Fig. 1: run 1, congestion heat map
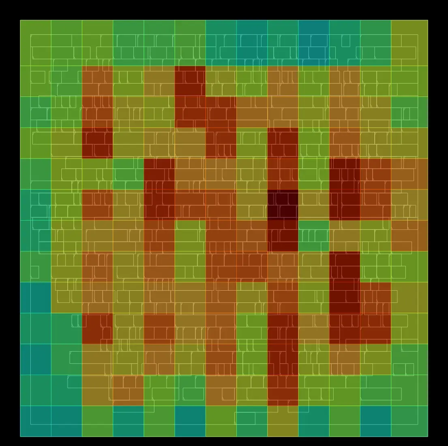
Fig. 2: run 1, cells coloured by class
The bar under the picture is 20 microns long.
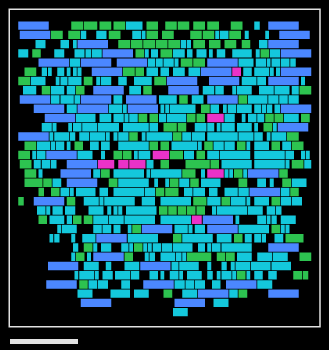
Fig. 3: run 1, routed clock nets over the placement
The bar under the picture is 20 microns long.
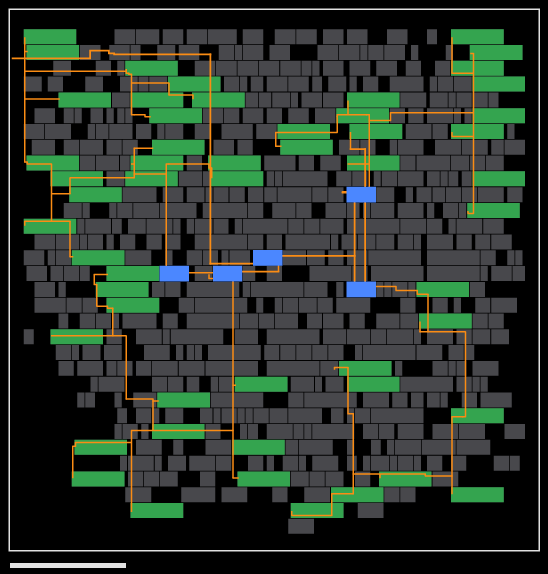
`src/rtl/compare_fault_latch.sv`:
```
// Debounces window-comparator flags and latches a trip until software clears it.
// Re-arms only once every unmasked raw flag has dropped.
module compare_fault_latch #(
  parameter int CHANNELS     = 4,
  parameter int FILTER_WIDTH = 4
) (
  input  logic                              clk_i,
  input  logic                              rst_ni,
  input  logic [2*CHANNELS-1:0]             compare_i,
  input  logic [2*CHANNELS-1:0]             mask_i,
  input  logic [FILTER_WIDTH-1:0]           filter_limit_i,
  input  logic                              enable_i,
  input  logic                              clear_i,
  output logic                              fault_o,
  output logic [2*CHANNELS-1:0]             fault_flags_o,
  output logic [$clog2(2*CHANNELS)-1:0]     first_fault_o,
  output logic [1:0]                        state_o,
  output logic [7:0]                        trip_count_o
);
  localparam int FLAGS     = 2 * CHANNELS;
  localparam int IDX_WIDTH = $clog2(FLAGS);

  typedef enum logic [1:0] {
    IDLE     = 2'b00,
    ARMED    = 2'b01,
    TRIPPED  = 2'b10,
    CLEARING = 2'b11
  } state_t;

  state_t                                state_q, state_d;
  logic [FLAGS-1:0][FILTER_WIDTH-1:0]    cnt_q, cnt_d;
  logic [FILTER_WIDTH-1:0]               lim;
  logic [FLAGS-1:0]                      active;
  logic [FLAGS-1:0]                      trip_vec;
  logic                                  trip;
  logic [IDX_WIDTH-1:0]                  first_idx;
  logic [FLAGS-1:0]                      flags_q;
  logic [IDX_WIDTH-1:0]                  first_q;
  logic [7:0]                            trip_count_q;

  // Filter: >= rather than == so a lowered limit trips a long-running count at once.
  always_comb begin
    lim      = (filter_limit_i == '0) ? FILTER_WIDTH'(1) : filter_limit_i;
    active   = compare_i & ~mask_i;
    trip_vec = '0;
    cnt_d    = '0;
    for (int i = 0; i < FLAGS; i++) begin
      if (state_q == ARMED && active[i]) begin
        trip_vec[i] = (cnt_q[i] >= lim - FILTER_WIDTH'(1));
        cnt_d[i]    = (cnt_q[i] >= lim) ? lim : cnt_q[i] + FILTER_WIDTH'(1);
      end
    end
    trip      = |trip_vec;
    first_idx = '0;
    for (int i = FLAGS - 1; i >= 0; i--) begin
      if (trip_vec[i]) first_idx = IDX_WIDTH'(i);
    end
  end

  always_comb begin
    state_d = state_q;
    case (state_q)
      IDLE:     if (enable_i) state_d = ARMED;
      ARMED: begin
        if (trip)           state_d = TRIPPED;
        else if (!enable_i) state_d = IDLE;
      end
      TRIPPED:  if (clear_i) state_d = CLEARING;
      CLEARING: begin
        if (!enable_i)           state_d = IDLE;
        else if (active == '0)   state_d = ARMED;
      end
      default:  state_d = IDLE;
    endcase
  end

  always_ff @(posedge clk_i or negedge rst_ni) begin
    if (!rst_ni) begin
      state_q      <= IDLE;
      cnt_q        <= '0;
      flags_q      <= '0;
      first_q      <= '0;
      trip_count_q <= '0;
    end else begin
      state_q <= state_d;
      cnt_q   <= cnt_d;
      if (state_q == ARMED && trip) begin
        flags_q <= trip_vec;
        first_q <= first_idx;
        if (trip_count_q != 8'hFF) trip_count_q <= trip_count_q + 8'd1;
      end else if (state_q == CLEARING && state_d != CLEARING) begin
        flags_q <= '0;
        first_q <= '0;
      end
    end
  end

  assign fault_o       = (state_q == TRIPPED) || (state_q == CLEARING);
  assign fault_flags_o = flags_q;
  assign first_fault_o = first_q;
  assign state_o       = state_q;
  assign trip_count_o  = trip_count_q;
endmodule

```
`config.mk`:
```
export PLATFORM = sky130hd
export DESIGN_NAME = compare_fault_latch
export DESIGN_NICKNAME = d
export VERILOG_FILES = /design/src/rtl/compare_fault_latch.sv
export SDC_FILE = /design/constraint.sdc
export NUM_CORES = 1
export LEC_CHECK = 0
export CAP_MARGIN = 20
export CORE_AREA = 2 2 89 91
export CTS_BUF_LIST = sky130_fd_sc_hd__clkbuf_2 sky130_fd_sc_hd__clkbuf_4 sky130_fd_sc_hd__clkbuf_8
export DETAILED_ROUTE_END_ITERATION = 8
export DIE_AREA = 0 0 91 93
export PLACE_DENSITY_LB_ADDON = 0.3
export SLEW_MARGIN = 20
export SYNTH_ARGS = -nofsm -noshare
export SYNTH_HDL_FRONTEND = slang
export SYNTH_SLANG_ARGS = --single-unit
```
`constraint.sdc`:
```
create_clock -name clk_i -period 2.1 [get_ports clk_i]
set_clock_uncertainty 0.1 [all_clocks]
set_input_delay 0.21 -clock clk_i [delete_from_list [all_inputs] [get_ports clk_i]]
set_output_delay 0.21 -clock clk_i [all_outputs]
set_load 0.05 [all_outputs]
```
==> reports/results.ini, run 1 <==
[run_status]
status = finished with violations
violations = setup timing

[cts]
worstSkewPairLatency_ns = 0.31
path_clk_slew_ns = 0.11
cts_resized = 64
postCtsSetupRepairBufs = 6
cts.sinks = 53
cts_buffers = 5
htree_levels = 2
root_buffer = clkbuf_8
cts_tree = yes

[place]
portBuffers = 45
place_congestion = 0.898
dpl_cell_area_sq_um = 5050
placed_cells = 601

[final_layout]
diodes = 0
syn_to_final_growth_pct = 46.5
largest_reg_flops = 32
fill_cells = 505

[floorplanning]
die-area_sq_um = 8460
die_x_microns = 91
die_h_microns = 93
ios = 46
fp-utilization = 0.512

[synthesis]
yosysTopAreaCellShare = 0.344
syn_avg_cell_area_sq_um = 9.73
yosys-stat-cells = 396
synth-edff-count = 0
ys_seq_frac = 0.344
fp_nets = 478
top_cell = ha_1
synthCells = 396
syn_area_sq_um = 3850
synth_flops = 53
synthTopCellsByCount = ha_1, dfrtp_1, nor2_1
ys_sh_adder = 0.209
ys_sh_mux = 0.0114
area_leaders = dfrtp_1, ha_1, a211oi_1, nor2_1, a21o_1
postSynth.asyncResetShare = 1.00
ys_sh_aoi = 0.218

[pwr]
p_comb_mw = 2.13
vdd.ir_drop.worst_mv = 0.668
switching_power_mw = 1.74
p_per_area_nw_per_um2 = 722
p_clk_frac = 0.153
pg_seq_mw = 1.33
pg_clk_mw = 0.622
power_switching_share = 0.426
power_frac_seq = 0.326
power.group.top = combinational logic

[global_route]
grt_antenna_before_repair = 0
grt_max_degree = 54

[drt]
drc = 0
drtIter0Drc = 144
drtAntennaViolNets = 0
totalWireLength_microns = 11500
vias = 3573
routedWlPerCell_microns = 18.3
vias_per_cell = 5.70

[setup_path]
crit_end = trip_count_o[7]
worstSetupStartpointType = input pin
cpLargestDelayFamily = AND-OR/OR-AND gates
crit_fanout = 7
worst_ep_required_time_ns = 2.21
cp-startpoint = filter_limit_i[3]
critPathKind = input pin to flip-flop
endpoint_kind = flip-flop
cp_slowest_cell = mux2_2
critical_path.cell_chain = buf_8, clkinvlp_4, a31oi_4, ha_4, buf_4, ha_4, a21oi_2, maj3_2, o22a_4, nand4_4, o211ai_1, mux2_2
path_depth = 12
cp.arrival_ns = 2.60
timing.rr.start = cnt_q[0]

[final_timing]
relSlewSlack = 0.532
setup_slack_ns = -0.393
worstMarginPinSlew_ns = 0.702
setup-tns-final_ns = -6.92
setup_viol = 21
hold_viol = 0
period_needed_ns = 2.49
fmax_mhz = 401

[job]
cap_viol_max_count = 0

[worst_hold_path]
min_path_cells = 4
hp-class = input pin to flip-flop
min_from = filter_limit_i[3]

## Picture notes: Fig. 1
Total Routing Usage GR: 0.264
utilization after layout: 0.750

## Picture notes: Fig. 2
Green shows other buffers and delay cells, cells 126, share of their area 20%. Magenta shows clock drivers and dummy loads, cells 8, share of their area 1.7%. Cyan shows all other logic, cells 338, share of their area 54%. Blue shows flops, cells 53, share of their area 24%.
cell area after layout: 5640 sq um
core footprint: 7530 sq um
fraction of area in registers: 0.235
FP Rows: 32

## Picture notes: Fig. 3
Green shows flip-flops, count 53. Blue shows cells driving clock nets, count 5. Orange shows clock wires, length 695 microns.
Position of the flops: widely spread.

-- run 1: cell type report --
type                    instances  area (sq um)  area share
repair inverters                1          16.3     0.00288
flip-flops and latches         53          1330       0.235
multi-input cells             308          2850       0.505
inverters                      29           129      0.0228
repair buffers                126          1100       0.196
well taps                     102           128      0.0226
clock inverters                 3          25.0     0.00443
clock buffers                   5          68.8      0.0122
-- run 1: placed cells by master (no fill, tap or decap), drive strengths merged, types with 2 or more instances in the layout --
cell / instances
o22a: 9
o21ai: 4
ha: 58
a31oi: 2
clkbuf: 5
o21bai: 8
nor2b: 2
a211oi: 24
nand2b: 9
nand2: 26
o221ai: 2
o22ai: 5
buf: 85
clkdlybuf4s50: 40
a21o: 19
o31ai: 2
mux2: 3
a21oi: 25
nand3: 11
o211ai: 2
xnor2: 12
nor2: 43
xor2: 9
clkinvlp: 3
clkinv: 3
nand4: 2
a21bo: 6
nand3b: 6
maj3: 8
dfrtp: 53
inv: 27
-- run 1: through the flow --
| stage | utilization | power, mW |
|---|---|---|
| after floorplan | - | 2.51 |
| after global placement | 0.672 | 3.18 |
| after detailed placement | 0.672 | 3.24 |
| after CTS | 0.726 | 3.98 |
| after global routing | 0.750 | 4.27 |
| final | 0.750 | 4.08 |
-- run 1: tightest hold or removal path, cell delays in order --
cell,delay (ns)
buf_8,0.10
buf_4,0.19
nor2_1,0.11
a211oi_1,0.05
-- run 1: routing by layer --
metal / vias to the layer above / GRT usage / part of all wire / wire length, microns
li1: 1681 / - / - / -
met1: 1786 / 0.308 / 0.40 / 4620
met2: 74 / 0.491 / 0.53 / 6030
met3: 32 / 0.0443 / 0.045 / 517
met4: 0 / 0.0909 / 0.024 / 280
met5: - / 0 / 0 / 0
## Run 2: what changed since run 1
--- a/config.mk
+++ b/config.mk
@@ -11,7 +11,6 @@
 export DETAILED_ROUTE_END_ITERATION = 8
 export DIE_AREA = 0 0 91 93
 export PLACE_DENSITY_LB_ADDON = 0.3
-export SLEW_MARGIN = 20
 export SYNTH_ARGS = -nofsm -noshare
 export SYNTH_HDL_FRONTEND = slang
 export SYNTH_SLANG_ARGS = --single-unit
Fig. 4: run 2, routed clock nets over the placement
The bar under the picture is 20 microns long.
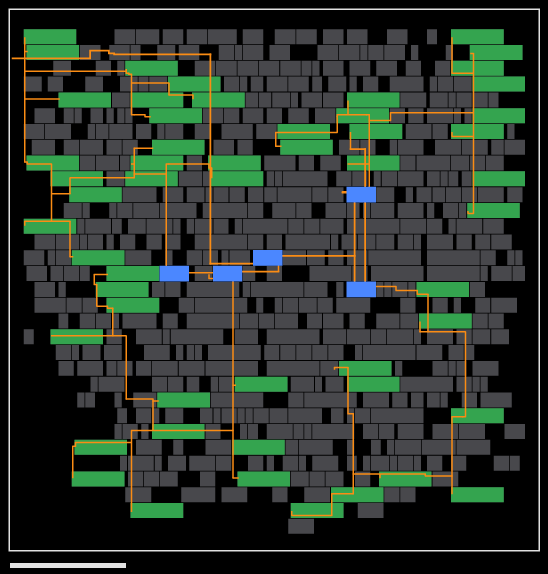
Green shows flip-flops, count 53. Orange shows clock wires, length 695 microns. Blue shows cells driving clock nets, count 5.
There are 6 routed clock nets. Position of the flops: widely spread.

Fig. 5: run 2, where the registers sit
The bar under the picture is 20 microns long. Other sequential cells in the stronger grey, the rest of the logic in the fainter grey.
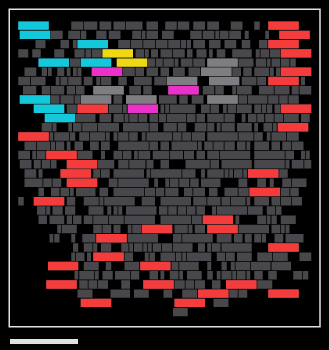
Red shows cnt_q, placed flops 32, where widely spread. Cyan shows trip_count_o, placed flops 8, where top left. Magenta shows first_fault_o, placed flops 3. Yellow shows state_o, placed flops 2.
Another 8 sequential cells are not coloured.
sequential power: 1.33 mW
storage element area: 1330 sq um

==> run 2 against run 1 <==
The flow still finishes with violations (setup timing). Power stayed put. Register-to-register slack hardly changed. Cell count stayed put. Core utilization stayed put. Critical path depth stayed put. Wire length stayed put. Critical path type unchanged. Largest cell class unchanged.
==> reports/results.ini, run 2 <==
[run_status]
status = finished with violations
violations = setup timing

[pwr]
internal_power_mw = 2.34
p_per_area_nw_per_um2 = 722
power_switching_share = 0.426
switching_power_mw = 1.74
p_clk_frac = 0.153
finalPower_mw = 4.08
vdd.ir_drop.worst_mv = 0.668
power_frac_seq = 0.326

[final_layout]
diodes = 0
regMostFlops = cnt_q
comb_share = 0.505
ff_count = 53
seq-cell-share = 0.235
buffers_excl_clock = 126
utilization = 0.750
layout_top_cell = buf_4
fill_cells = 505
clk_share = 0.0166
clockBufferCount = 5
syn_to_final_growth_pct = 46.5
design_area_sq_um = 5640
comb_area_sq_um = 2850
final_cell_mix = buf_4, dfrtp_1, nor2_1
buf_share = 0.196
largest_reg_flops = 32
final_nets = 606
nNonClkInverters = 30
logic_gate_count = 308
area_dominant_class = combinational gates
stdcell_count = 627

[setup_path]
cp.arrival_ns = 2.60
cpLargestDelayFamily = AND-OR/OR-AND gates
crit_fanout = 7
worst-path-buf-inv = 3
worst_ep_required_time_ns = 2.21
endpoint_kind = flip-flop
worstSetupStartpointType = input pin
critPathKind = input pin to flip-flop
path_depth = 12
timing.rr.start = cnt_q[0]
cp-startpoint = filter_limit_i[3]
critical_path.cell_chain = buf_8, clkinvlp_4, a31oi_4, ha_4, buf_4, ha_4, a21oi_2, maj3_2, o22a_4, nand4_4, o211ai_1, mux2_2
cp_slowest_cell = mux2_2
crit_end = trip_count_o[7]

[synthesis]
ys.flop_type = dfrtp_1
synth_flops = 53
ys_types = 48
fp_nets = 478
yosysTopAreaCellShare = 0.344
top_cell = ha_1
syn_avg_cell_area_sq_um = 9.73
synthCells = 396
ys_seq_frac = 0.344
yosys-stat-cells = 396
synthTopCellsByCount = ha_1, dfrtp_1, nor2_1
area_leaders = dfrtp_1, ha_1, a211oi_1, nor2_1, a21o_1
postSynth.asyncResetShare = 1.00
syn_area_sq_um = 3850
synth-edff-count = 0

[place]
placed_cells = 601
portBuffers = 45
place_congestion = 0.898
dpl_cell_area_sq_um = 5050
place_ws_ns = -1.22

[global_route]
grt_max_degree = 54
grt_usage = 0.264
use_met3 = 0.0443
grt_antenna_before_repair = 0
use_met1 = 0.308
grt-busiest-layer = met2
use_met2 = 0.491

[drt]
drc = 0
totalWireLength_microns = 11500
first_pass_iters = 4
routedWlPerCell_microns = 18.3
drtIter0Drc = 144
vias_per_cell = 5.70
vias = 3573
drtAntennaViolNets = 0

[worst_hold_path]
hp-class = input pin to flip-flop

[final_timing]
relSlewSlack = 0.532
setup-tns-final_ns = -6.92
setup_viol = 21
rsz0062_at_grt = true
period_needed_ns = 2.49
hold_viol = 0
worstMarginPinSlew_ns = 0.702
fmax_mhz = 401
setup_slack_ns = -0.393
holdWs_ns = 0.284

[cts]
cts_buffers = 5
cts_tree = yes
root_buffer = clkbuf_8
worstSkewPairLatency_ns = 0.31
path_clk_slew_ns = 0.11
htree_levels = 2
cts.sinks = 53

[floorplanning]
die_h_microns = 93
die_x_microns = 91
die-area_sq_um = 8460
fp-utilization = 0.512
ios = 46
design.core.area_sq_um = 7530
tap_cells = 102
placementRows = 32

[job]
cap_viol_max_count = 0

-- run 2: cell counts in the layout (fill, tap and decap cells not counted) --
No cell type changed its count.
-- run 2: logic make-up (layout without fill, tap and decap cells) --
logic type / count (synthesis) / count (layout) / synth area share
compound gates: 114 / 114 / 0.218
simple gates: 103 / 103 / 0.130
fa+ha+maj: 66 / 66 / 0.209
flops: 53 / 53 / 0.344
buf+inv: 35 / 164 / 0.0383
xor+xnor: 21 / 21 / 0.0497
mux: 4 / 4 / 0.0114
-- run 2: layer usage --
layer / wire [microns] / vias up
li1: - / 1681
met1: 4620 / 1786
met2: 6030 / 74
met3: 517 / 32
met4: 280 / 0
met5: 0 / -
-- run 2: what timing repair did --
item,CTS,global route
cloned,1,0
endpoints found under the hold margin,53,0
pin swaps,37,31
hold buffers,1,0
buffers inserted,6,10
gates resized,64,20
setup endpoints to repair,53,33
-- run 2: power by group through the flow --
stage | Combinational, mW | Clock (mW) | Sequential (mW)
floorplan | 0.732 | 0 | 1.78
global placement | 1.85 | 0 | 1.33
detailed placement | 1.90 | 0 | 1.33
CTS | 2.04 | 0.627 | 1.32
global route | 2.26 | 0.666 | 1.34
finish | 2.13 | 0.622 | 1.33
-- run 2: worst min path at each step --
stage               cells after the start        end  slack (ns)         startpoint
detailed placement                      2  cnt_q[23]        0.28             rst_ni
CTS                                     4   cnt_q[3]        0.28  filter_limit_i[3]
floorplan                               0   cnt_q[0]       -0.19             rst_ni
finish                                  4   cnt_q[3]        0.28  filter_limit_i[3]
global route                            4   cnt_q[7]        0.28  filter_limit_i[3]
global placement                        2  cnt_q[18]        0.28             rst_ni
Fig. 6: run 2, congestion heat map
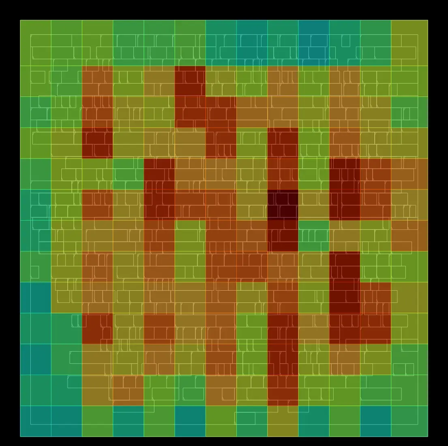

## Run 3: what changed since run 2
--- a/config.mk
+++ b/config.mk
@@ -11,6 +11,7 @@
 export DETAILED_ROUTE_END_ITERATION = 8
 export DIE_AREA = 0 0 91 93
 export PLACE_DENSITY_LB_ADDON = 0.3
+export SKIP_LAST_GASP = 1
 export SYNTH_ARGS = -nofsm -noshare
 export SYNTH_HDL_FRONTEND = slang
 export SYNTH_SLANG_ARGS = --single-unit
Fig. 7: run 3, congestion heat map
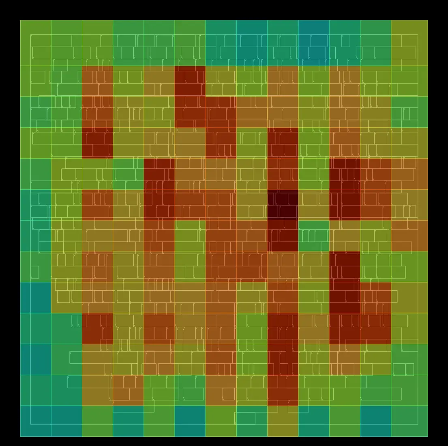
met1 Usage GRT: 0.307
utilization after layout: 0.749

Fig. 8: run 3, logic cells by family
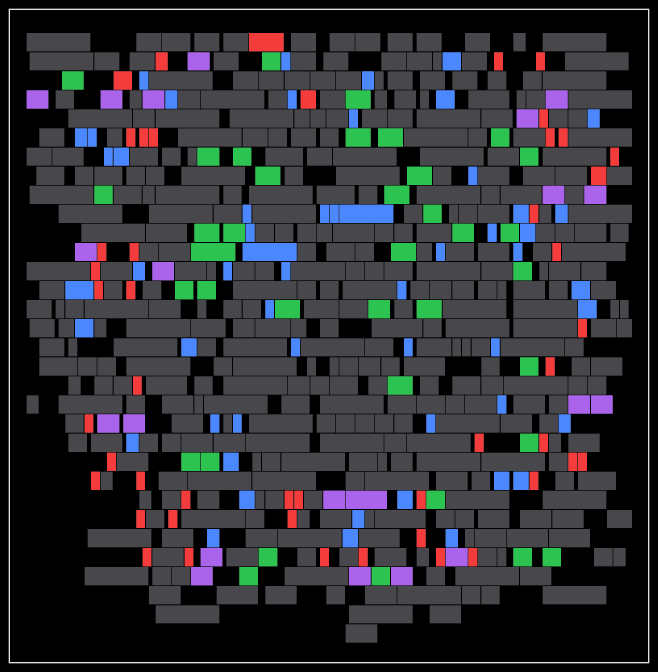
Green shows AND-OR and OR-AND gates, cells 37. Blue shows NAND gates, cells 54, where widely spread. Purple shows XOR/XNOR gates, cells 21, where widely spread. Red shows NOR gates, cells 47, where widely spread.

==> run 3 against run 2 <==
Sequential share of layout area hardly changed. Largest cell class unchanged. Critical endpoint unchanged. Largest power group unchanged. Core utilization barely moved. Sequential power about the same. The run still ends with setup timing left.
==> reports/results.ini, run 3 <==
[run_status]
status = finished with violations
violations = setup timing

[synthesis]
yosys_warnings = 0
yosysTopAreaCell = dfrtp_1
top_cell = ha_1
synthCells = 396
ys_seq_frac = 0.344
fp_nets = 478
syn_avg_cell_area_sq_um = 9.73
yosys_area_sq_um = 3850
synth_flops = 53
yosysTopAreaCellShare = 0.344
ys_types = 48
synth-edff-count = 0
area_leaders = dfrtp_1, ha_1, a211oi_1, nor2_1, a21o_1
syn_area_sq_um = 3850
postSynth.asyncResetShare = 1.00
synthTopCellsByCount = ha_1, dfrtp_1, nor2_1
yosys-stat-cells = 396
ys.flop_type = dfrtp_1

[setup_path]
worstReg2RegEnd = first_fault_o[0]
crit_top_cell = ha_4
critPathKind = input pin to flip-flop
crit_fanout = 7
endpoint_kind = flip-flop
rrSetupSlack_ns = -0.27
critical_path.cell_chain = buf_8, clkinvlp_4, a31oi_4, ha_4, buf_4, ha_4, a21oi_2, maj3_2, o22a_4, nand4_4, o211ai_1, mux2_2
worstSetupStartpointType = input pin
cp-startpoint = filter_limit_i[3]
cp_slowest_cell = mux2_2
cp.arrival_ns = 2.61
worst_ep_required_time_ns = 2.21
worst-path-buf-inv = 3
max_stage_delay_ns = 0.36
cpLargestDelayFamily = AND-OR/OR-AND gates
timing.rr.start = cnt_q[0]
r2r_cells = 10

[global_route]
use_met2 = 0.488
grt_antenna_before_repair = 0
overflow = 0
use_met3 = 0.0443
grt-busiest-layer = met2
grt_pass1_wl_microns = 17800
grt_pass1_vias = 3777
grt_max_degree = 54
grt_usage = 0.263

[final_layout]
largest_reg_flops = 32
final_nets = 606
regMostFlops = cnt_q
syn_to_final_growth_pct = 46.4
layout_top_cell = buf_4
stdcell_count = 627
diodes = 0
final_cell_mix = buf_4, dfrtp_1, nor2_1
drive_gt1_frac = 0.341

[pwr]
power_frac_seq = 0.325
pwr-share-comb = 0.522
internal_power_mw = 2.34
p_clk_frac = 0.153
power.group.top = combinational logic
p_per_area_nw_per_um2 = 722
leakage_nw = 2.60
vdd.ir_drop.worst_mv = 0.669
pg_seq_mw = 1.33
pg_clk_mw = 0.623
p_comb_mw = 2.13
power_switching_share = 0.426
switching_power_mw = 1.74

[final_timing]
period_needed_ns = 2.50
drv_slew = 0
setup_viol = 21
hold_viol = 0
setup_slack_ns = -0.397
setup-tns-final_ns = -6.97
worstMarginPinSlew_ns = 0.700
fmax_mhz = 400
relSlewSlack = 0.534
min_period_over_period = 1.19
rsz0062_at_grt = true
holdWs_ns = 0.286

[drt]
route.met3.wl_microns = 552
drc = 0
first_pass_iters = 4
met1Wirelength_microns = 4590
routedWlPerCell_microns = 18.2
totalWireLength_microns = 11400
drtAntennaViolNets = 0
highest_layer = met4
drtIter0Drc = 144
vias = 3571
vias_per_cell = 5.70
wl_met2_microns = 6020

[place]
place_congestion = 0.898
post-dp-hpwl_microns = 7780
placed_cells = 601
portBuffers = 45
place_ws_ns = -1.22

[floorplanning]
design.core.area_sq_um = 7530
ios = 46
die-area_sq_um = 8460
die_x_microns = 91
placementRows = 32
die_h_microns = 93
fp-utilization = 0.512

[cts]
cts.sinks = 53
worstSkewPairLatency_ns = 0.31
root_buffer = clkbuf_8
cts_buffer_depth = 2
cts_tree = yes
path_clk_slew_ns = 0.11
cts_buffers = 5
htree_levels = 2

[worst_hold_path]
hp-class = input pin to flip-flop
whs_endpoint = cnt_q[3]
min_from = filter_limit_i[3]
min_path_cells = 4

[job]
cap_viol_max_count = 0
tool_warnings = 37

==> run 3: how the worst max path moves through the flow <==
stage | endpoint | slack (ns) | depth (start not counted)
2_1_floorplan | fault_flags_o[0] | -0.77 | 13
3_3_place_gp | first_fault_o[0] | -1.14 | 11
3_5_place_dp | first_fault_o[0] | -1.22 | 11
4_1_cts | fault_flags_o[4] | -0.28 | 12
5_1_grt | first_fault_o[0] | -0.51 | 14
6_report | trip_count_o[7] | -0.40 | 12
==> run 3: metrics by stage <==
| step | power [mW] | area, sq um |
|---|---|---|
| after floorplan | 2.51 | 4060 |
| after global placement | 3.18 | 5050 |
| after detailed placement | 3.24 | 5050 |
| after CTS | 3.98 | 5460 |
| after global routing | 4.27 | 5640 |
| final | 4.08 | 5640 |
==> run 3: final cells by class <==
cell class / instances / area [sq um]
Multi-Input combinational cell: 308 / 2840
Clock buffer: 5 / 68.8
Timing Repair Buffer: 126 / 1100
Tap cell: 102 / 128
Fill cell: 507 / 1890
Timing Repair inverter: 1 / 16.3
Clock inverter: 3 / 25.0
Sequential cell: 53 / 1330
Inverter: 29 / 129
==> run 3: cell families (layout without fill, tap and decap cells) <==
group | count (synthesis) | count (layout) | synth area share
buffers and inverters | 35 | 164 | 0.0383
AND-OR/OR-AND | 114 | 114 | 0.218
XOR/XNOR | 21 | 21 | 0.0497
flip-flops | 53 | 53 | 0.344
AND/OR/NAND/NOR | 103 | 103 | 0.130
multiplexers | 4 | 4 | 0.0114
adder cells (fa/ha/maj) | 66 | 66 | 0.209
==> run 3: timing repair <==
item,in CTS,in global routing
hold buffers,1,0
hold endpoints to repair,53,0
setup buffers,6,10
pin swaps,37,29
gates resized,63,20
gates cloned,1,0
setup endpoints to repair,53,33
Power figures rest on the tool's default switching activity, not on a simulated workload.
